<file path="src/rtl/reset_pulse_seq.sv">
// Pseudo-POC reset sequencer: captures three edge-triggered requesters, arbitrates
// brk > pseudo > host, and drives one stretched PSEUDORES pulse followed by a recovery gap.
module reset_pulse_seq #(
  parameter int unsigned ASSERT_CYC  = 30,
  parameter int unsigned RECOVER_CYC = 60,
  parameter int unsigned CNT_W       = 8
) (
  input  logic             CLK60MHZ,
  input  logic             pocrflclr,
  input  logic             seq_en,
  input  logic             req_host,
  input  logic             req_pseudo,
  input  logic             req_brk,
  input  logic             cnt_clr,
  output logic             PSEUDORES,
  output logic             busy,
  output logic [1:0]       grant_id,
  output logic             done,
  output logic [2:0]       pend,
  output logic [CNT_W-1:0] event_cnt,
  output logic             ovf_flag
);

  localparam int unsigned TMR_W = 8;

  localparam logic [1:0] S_IDLE    = 2'd0;
  localparam logic [1:0] S_ASSERT  = 2'd1;
  localparam logic [1:0] S_RECOVER = 2'd2;
  localparam logic [1:0] S_DONE    = 2'd3;

  localparam logic [TMR_W-1:0] ASSERT_LOAD  = TMR_W'(ASSERT_CYC - 1);
  localparam logic [TMR_W-1:0] RECOVER_LOAD = TMR_W'(RECOVER_CYC - 1);
  localparam logic [CNT_W-1:0] CNT_MAX      = '1;

  logic [1:0]       state_q, state_d;
  logic [TMR_W-1:0] tmr_q, tmr_d;
  logic [2:0]       req_prev_q, req_prev_d;
  logic [2:0]       pend_q, pend_d;
  logic             pres_q, pres_d;
  logic             busy_q, busy_d;
  logic [1:0]       gid_q, gid_d;
  logic             done_q, done_d;
  logic [CNT_W-1:0] evcnt_q, evcnt_d;
  logic             ovf_q, ovf_d;

  logic [2:0] req_now;
  logic [2:0] req_rise;
  logic [2:0] grant_oh;
  logic [2:0] pend_kept;
  logic       merge;

  // Next-state, pending capture and status counters.
  always_comb begin
    req_now    = {req_brk, req_pseudo, req_host};
    req_rise   = req_now & ~req_prev_q;
    req_prev_d = req_now;
    state_d    = state_q;
    tmr_d      = tmr_q;
    pres_d     = pres_q;
    busy_d     = busy_q;
    gid_d      = gid_q;
    done_d     = 1'b0;
    evcnt_d    = evcnt_q;
    ovf_d      = ovf_q;
    grant_oh   = 3'b000;

    case (state_q)
      S_IDLE: begin
        if (seq_en && (pend_q != 3'b000)) begin
          state_d = S_ASSERT;
          tmr_d   = ASSERT_LOAD;
          pres_d  = 1'b1;
          busy_d  = 1'b1;
          if (pend_q[2]) begin
            grant_oh = 3'b100;
            gid_d    = 2'd3;
          end else if (pend_q[1]) begin
            grant_oh = 3'b010;
            gid_d    = 2'd2;
          end else begin
            grant_oh = 3'b001;
            gid_d    = 2'd1;
          end
        end
      end
      S_ASSERT: begin
        if (tmr_q == '0) begin
          state_d = S_RECOVER;
          tmr_d   = RECOVER_LOAD;
          pres_d  = 1'b0;
        end else begin
          tmr_d = tmr_q - TMR_W'(1);
        end
      end
      S_RECOVER: begin
        if (tmr_q == '0) begin
          state_d = S_DONE;
          done_d  = 1'b1;
          if (evcnt_q != CNT_MAX) begin
            evcnt_d = evcnt_q + CNT_W'(1);
          end
        end else begin
          tmr_d = tmr_q - TMR_W'(1);
        end
      end
      S_DONE: begin
        state_d = S_IDLE;
        busy_d  = 1'b0;
        gid_d   = 2'd0;
      end
      default: begin
        state_d = S_IDLE;
        pres_d  = 1'b0;
        busy_d  = 1'b0;
        gid_d   = 2'd0;
      end
    endcase

    // The winner's bit is dropped before new edges merge, so a re-request in the grant cycle is not an overflow.
    pend_kept = pend_q & ~grant_oh;
    merge     = seq_en && ((req_rise & pend_kept) != 3'b000);
    pend_d    = seq_en ? (pend_kept | req_rise) : 3'b000;

    if (cnt_clr) begin
      evcnt_d = '0;
      ovf_d   = 1'b0;
    end else if (merge) begin
      ovf_d = 1'b1;
    end
  end

  always_ff @(posedge CLK60MHZ or posedge pocrflclr) begin
    if (pocrflclr) begin
      state_q    <= S_IDLE;
      tmr_q      <= '0;
      req_prev_q <= 3'b000;
      pend_q     <= 3'b000;
      pres_q     <= 1'b0;
      busy_q     <= 1'b0;
      gid_q      <= 2'd0;
      done_q     <= 1'b0;
      evcnt_q    <= '0;
      ovf_q      <= 1'b0;
    end else begin
      state_q    <= state_d;
      tmr_q      <= tmr_d;
      req_prev_q <= req_prev_d;
      pend_q     <= pend_d;
      pres_q     <= pres_d;
      busy_q     <= busy_d;
      gid_q      <= gid_d;
      done_q     <= done_d;
      evcnt_q    <= evcnt_d;
      ovf_q      <= ovf_d;
    end
  end

  assign PSEUDORES = pres_q;
  assign busy      = busy_q;
  assign grant_id  = gid_q;
  assign done      = done_q;
  assign pend      = pend_q;
  assign event_cnt = evcnt_q;
  assign ovf_flag  = ovf_q;

endmodule

</file>
<file path="config.mk">
export PLATFORM = sky130hd
export DESIGN_NAME = reset_pulse_seq
export DESIGN_NICKNAME = d
export VERILOG_FILES = /design/src/rtl/reset_pulse_seq.sv
export SDC_FILE = /design/constraint.sdc
export NUM_CORES = 1
export LEC_CHECK = 0
export CAP_MARGIN = 5
export CORE_MARGIN = 2
export CORE_UTILIZATION = 52
export CTS_BUF_LIST = sky130_fd_sc_hd__clkbuf_16
export CTS_CLUSTER_DIAMETER = 120
export DETAILED_ROUTE_END_ITERATION = 10
export GPL_TIMING_DRIVEN = 0
export PLACE_DENSITY = 0.82
export SYNTH_ARGS = -nofsm -noshare
export SYNTH_HDL_FRONTEND = slang
export SYNTH_SLANG_ARGS = --single-unit
</file>
<file path="constraint.sdc">
create_clock -name CLK60MHZ -period 4.6 [get_ports CLK60MHZ]
set_input_delay 1.15 -clock CLK60MHZ [delete_from_list [all_inputs] [get_ports CLK60MHZ]]
set_output_delay 1.15 -clock CLK60MHZ [all_outputs]
set_load 0.005 [all_outputs]
</file>
==> flow_summary.yaml, run 1 <==
# synthesis and place-and-route metrics
layout:
  lay_top_cells: "dfrtp_1 (30), clkdlybuf4s50_1 (22), inv_1 (18)"
  inv_count: 18
  seq_cell_count: 30
  nets: 220
  lay_top_count: "dfrtp_1"
  ff_latch_area_um2: 751
  fillCellCount: 240
  comb_share_pct: 39.4
  clock_buffers: 5
die:
  fp.dieW_um: 61.0
  dieArea_um2: 3720
  die_h_um: 61.0
  initCoreUtil_pct: 54.9
power:
  ir_worst_vdd_mv: 0.229
  power.group.top: "the clock network"
  power_frac_clock_pct: 50.4
  power_density_nw_per_um2: 283
  cellLeakagePower_nw: 0.864
  comb_power_share_pct: 4.5
  p_total_w: 0.000603
  power_frac_seq_pct: 45.1
setup_path:
  startpoint_type: "primary input"
  slowest_stage: "clkdlybuf4s50_1"
  cp_top_family: "buffers and inverters"
  r2r-end: "tmr_q[0]"
  r2r-start: "tmr_q[0]"
  cp_max_fo: 10
  cpPeakStageDelay_ns: 0.58
  worstPathArrival_ns: 2.85
synthesis:
  ys.flops: 30
  top_cells_by_count: "dfrtp_1 (30), inv_1 (17), a21oi_1 (14)"
  synthCells: 175
  simple_gate_share_pct: 19.9
  compound_area_share_pct: 21.9
  logic_family: "AND-OR/OR-AND gates"
  ys_dominant_reg_cell: "dfrtp_1"
  synthArstFlopShare_pct: 100
  synth_area_leader_cell: "dfrtp_1"
  ys_seq_share_pct: 44.4
  synthDistinctLibCells: 44
  synth_chip_area_um2: 1690
  top_area_share_pct: 44.4
  adder_share_pct: 5.93
  synth_warnings: 0
hold_path:
  whs_path_depth: 2
  hold_path_end: "PSEUDORES"
final_timing:
  max_clock_freq_mhz: 368
  tightest_slew_ns: 0.660
  hold_violations: 0
  slew_headroom_pct: 55.6
  min_period_over_period_pct: 59.2
  setup_viol: 0
  final.setup.tns_ns: 0
  timing.final.crit_period_ns: 2.72
  slew_violations: 0
outcome:
  outcome: "finished, final reports clean"
global_route:
  grt.met2_usage_pct: 40.4
  grt_pass1_vias: 1504
  antenna_found_initial: 0
  met1_usage_pct: 32.1
  grt_max_degree: 31
clocking:
  htree_levels: 2
  cts_resized: 0
  cts_tree: "yes"
  clock_latency_ns: 0.27
  ctsRootBufferMaster: "clkbuf_16"
drt:
  post-route-drc-count: 0
  wl_met2_mm: 1.90
  drt-pass1-iter-count: 4
  routed.top_layer: "met4"
  dr_wl_met3_um: 229
place:
  dpl_cell_area_um2: 1960
  gp_congestion: 0.869
flow_run:
  cap_violations: 0
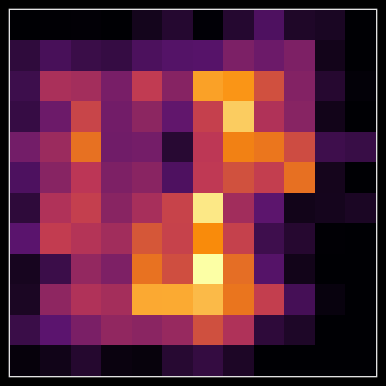
**Above:** run 1 (wiring heat map).
(6 px per um) 12 x 12 tiles, from black (low) to pale yellow (high), scaled to the fullest tile. Values are wire area over tile area, all layers added.
The emptiest ninth of the die: south-east. 16% of the tiles are nearly empty. The mean over all tiles is 0.17. 23% of the tiles are over half the peak. The fullest tile reaches 0.56.
via count: 1502
mean routed wirelength per cell: 15.5 um
final wirelength: 3.89 mm
total track usage: 24.8%

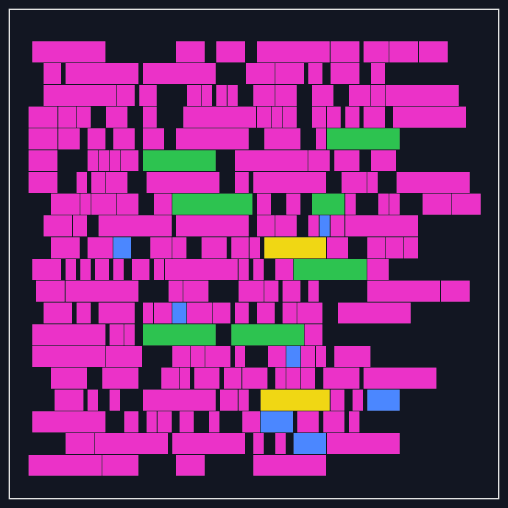
**Above:** run 1 (cell sizes after repair).
(8 px per um)
Key: blue = _2 cells [cells 7, most used mux2_2]; magenta = _0 and _1 cells [cells 190, most used dfrtp_1]; green = _6 and larger [cells 7, most used clkbuf_16]; yellow = _3 and _4 cells [cells 2]
Non-CTS buffers: 29
worst setup margin: 1.88 ns
synthesis-to-finish area growth: 26.1%
Design Area, Final: 2130 um2

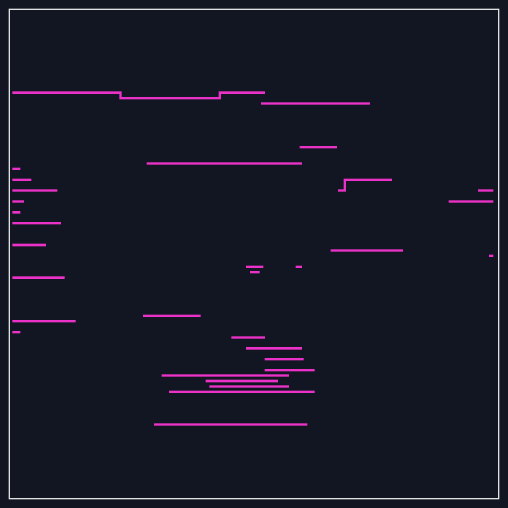
**Above:** run 1 (met3 routing).
(8 px per um)
The wires run mostly horizontal. The longest straight run is 19.1 um. 27 nets have wire on it. The layer holds 5.9% of the routed length.
grt met3 use: 6.61%

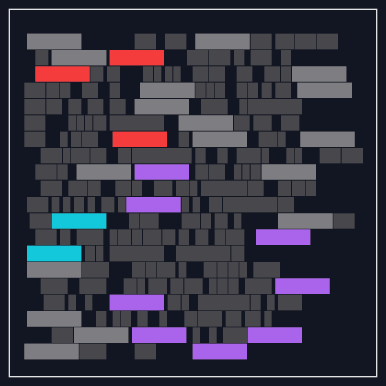
**Above:** run 1 (sequential cells colored by netlist name).
(6 px per um) Other sequential cells in the stronger gray, the rest of the logic in the fainter gray.
Key: purple = `tmr_q` [placed flops 8]; red = `pend` [placed flops 3]; cyan = `grant_id` [placed flops 2]
Another 17 sequential cells are not colored.
Util after Layout: 69.2%
P_seq: 0.000272 W

==> run 1 -> run 2 <==
==> constraint.sdc (replaced) <==
create_clock -name CLK60MHZ -period 2.77 [get_ports CLK60MHZ]
set_input_delay 0.6925 -clock CLK60MHZ [delete_from_list [all_inputs] [get_ports CLK60MHZ]]
set_output_delay 0.6925 -clock CLK60MHZ [all_outputs]
set_load 0.005 [all_outputs]
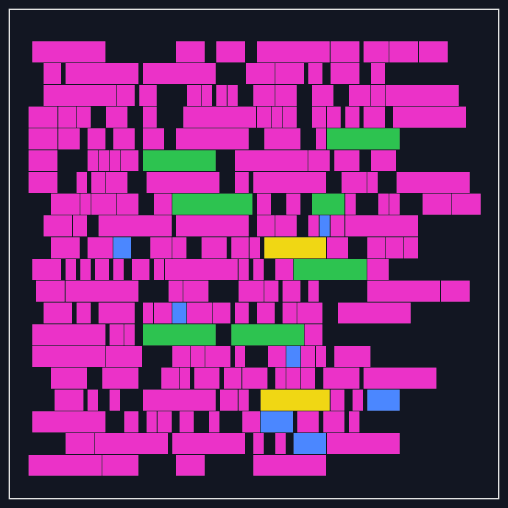
**Above:** run 2 (cell sizes after repair).
(8 px per um)
Key: magenta = _0 and _1 cells [cells 190, most used dfrtp_1]; blue = _2 cells [cells 7, most used mux2_2]; green = _6 and larger [cells 7, most used clkbuf_16]; yellow = _3 and _4 cells [cells 2]
worst setup margin: 0.506 ns

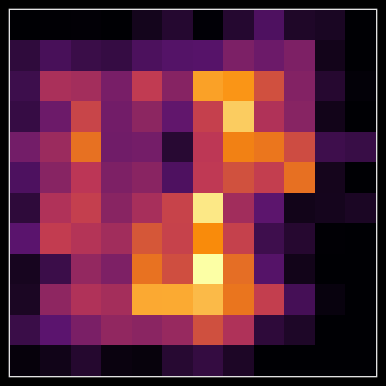
**Above:** run 2 (wiring heat map).
(6 px per um) 12 x 12 tiles, from black (low) to pale yellow (high), scaled to the fullest tile. Values are wire area over tile area, all layers added.
The emptiest ninth of the die: south-east. 16% of the tiles are nearly empty. 23% of the tiles are over half the peak.

==> run 2 against run 1 <==
Effect of this change:
- largest cell class unchanged
- routed wire length stayed put
- synthesized cell count stayed put
- sequential power is 66% higher
- hold slack stayed put
- cell count stayed put
- final area stayed put
==> flow_summary.yaml, run 2 <==
# synthesis and place-and-route metrics
drt:
  post_drt_wl_per_cell_um: 15.5
  routed.top_layer: "met4"
  dr_wl_met3_um: 229
  vias: 1502
  post-route-drc-count: 0
layout:
  clock_buffers: 5
  comb_share_pct: 39.4
  postLayoutCoreUtil_pct: 69.2
  fin_area_um2: 2130
  area.growth.synth_to_final_pct: 26.1
  lay_top_cells: "dfrtp_1 (30), clkdlybuf4s50_1 (22), inv_1 (18)"
  buffers_excl_clock: 29
  lay_top_count: "dfrtp_1"
  ff_latch_area_um2: 751
  seq_cell_count: 30
  inv_count: 18
synthesis:
  logic_family: "AND-OR/OR-AND gates"
  synthDistinctLibCells: 44
  ys_seq_share_pct: 44.4
  synthArstFlopShare_pct: 100
  top_area_share_pct: 44.4
  top_cells_by_count: "dfrtp_1 (30), inv_1 (17), a21oi_1 (14)"
  adder_share_pct: 5.93
  ys.flops: 30
  synth_area_leader_cell: "dfrtp_1"
  synth_warnings: 0
  synthCells: 175
  ys_dominant_reg_cell: "dfrtp_1"
global_route:
  grt_max_degree: 31
  met1_usage_pct: 32.1
  antenna_found_initial: 0
  gr-usage-met3_pct: 6.61
  grt.met2_usage_pct: 40.4
  grt_pass1_vias: 1504
  grt_use_total_pct: 24.8
setup_path:
  r2r-start: "tmr_q[0]"
  startpoint_type: "primary input"
  worstPathArrival_ns: 2.39
  cpPeakStageDelay_ns: 0.58
  cp_top_family: "buffers and inverters"
  r2r-end: "tmr_q[0]"
  cp_max_fo: 10
  slowest_stage: "clkdlybuf4s50_1"
place:
  gp_congestion: 0.869
  dpl_cell_area_um2: 1960
clocking:
  htree_levels: 2
  clock_latency_ns: 0.27
  cts_resized: 0
final_timing:
  hold_violations: 0
  setup_viol: 0
  timing.final.crit_period_ns: 2.26
  tightest_slew_ns: 0.660
  slew_violations: 0
die:
  fp.dieW_um: 61.0
  die_h_um: 61.0
  initCoreUtil_pct: 54.9
power:
  power_density_nw_per_um2: 471
  ir_worst_vdd_mv: 0.380
  powerSeq_w: 0.000452
  power.group.top: "the clock network"
  cellLeakagePower_nw: 0.864
  power_frac_clock_pct: 50.4
outcome:
  outcome: "finished, final reports clean"
hold_path:
  whs_path_depth: 2
  hold_path_end: "PSEUDORES"
Power is estimated from default activity; no workload was simulated.
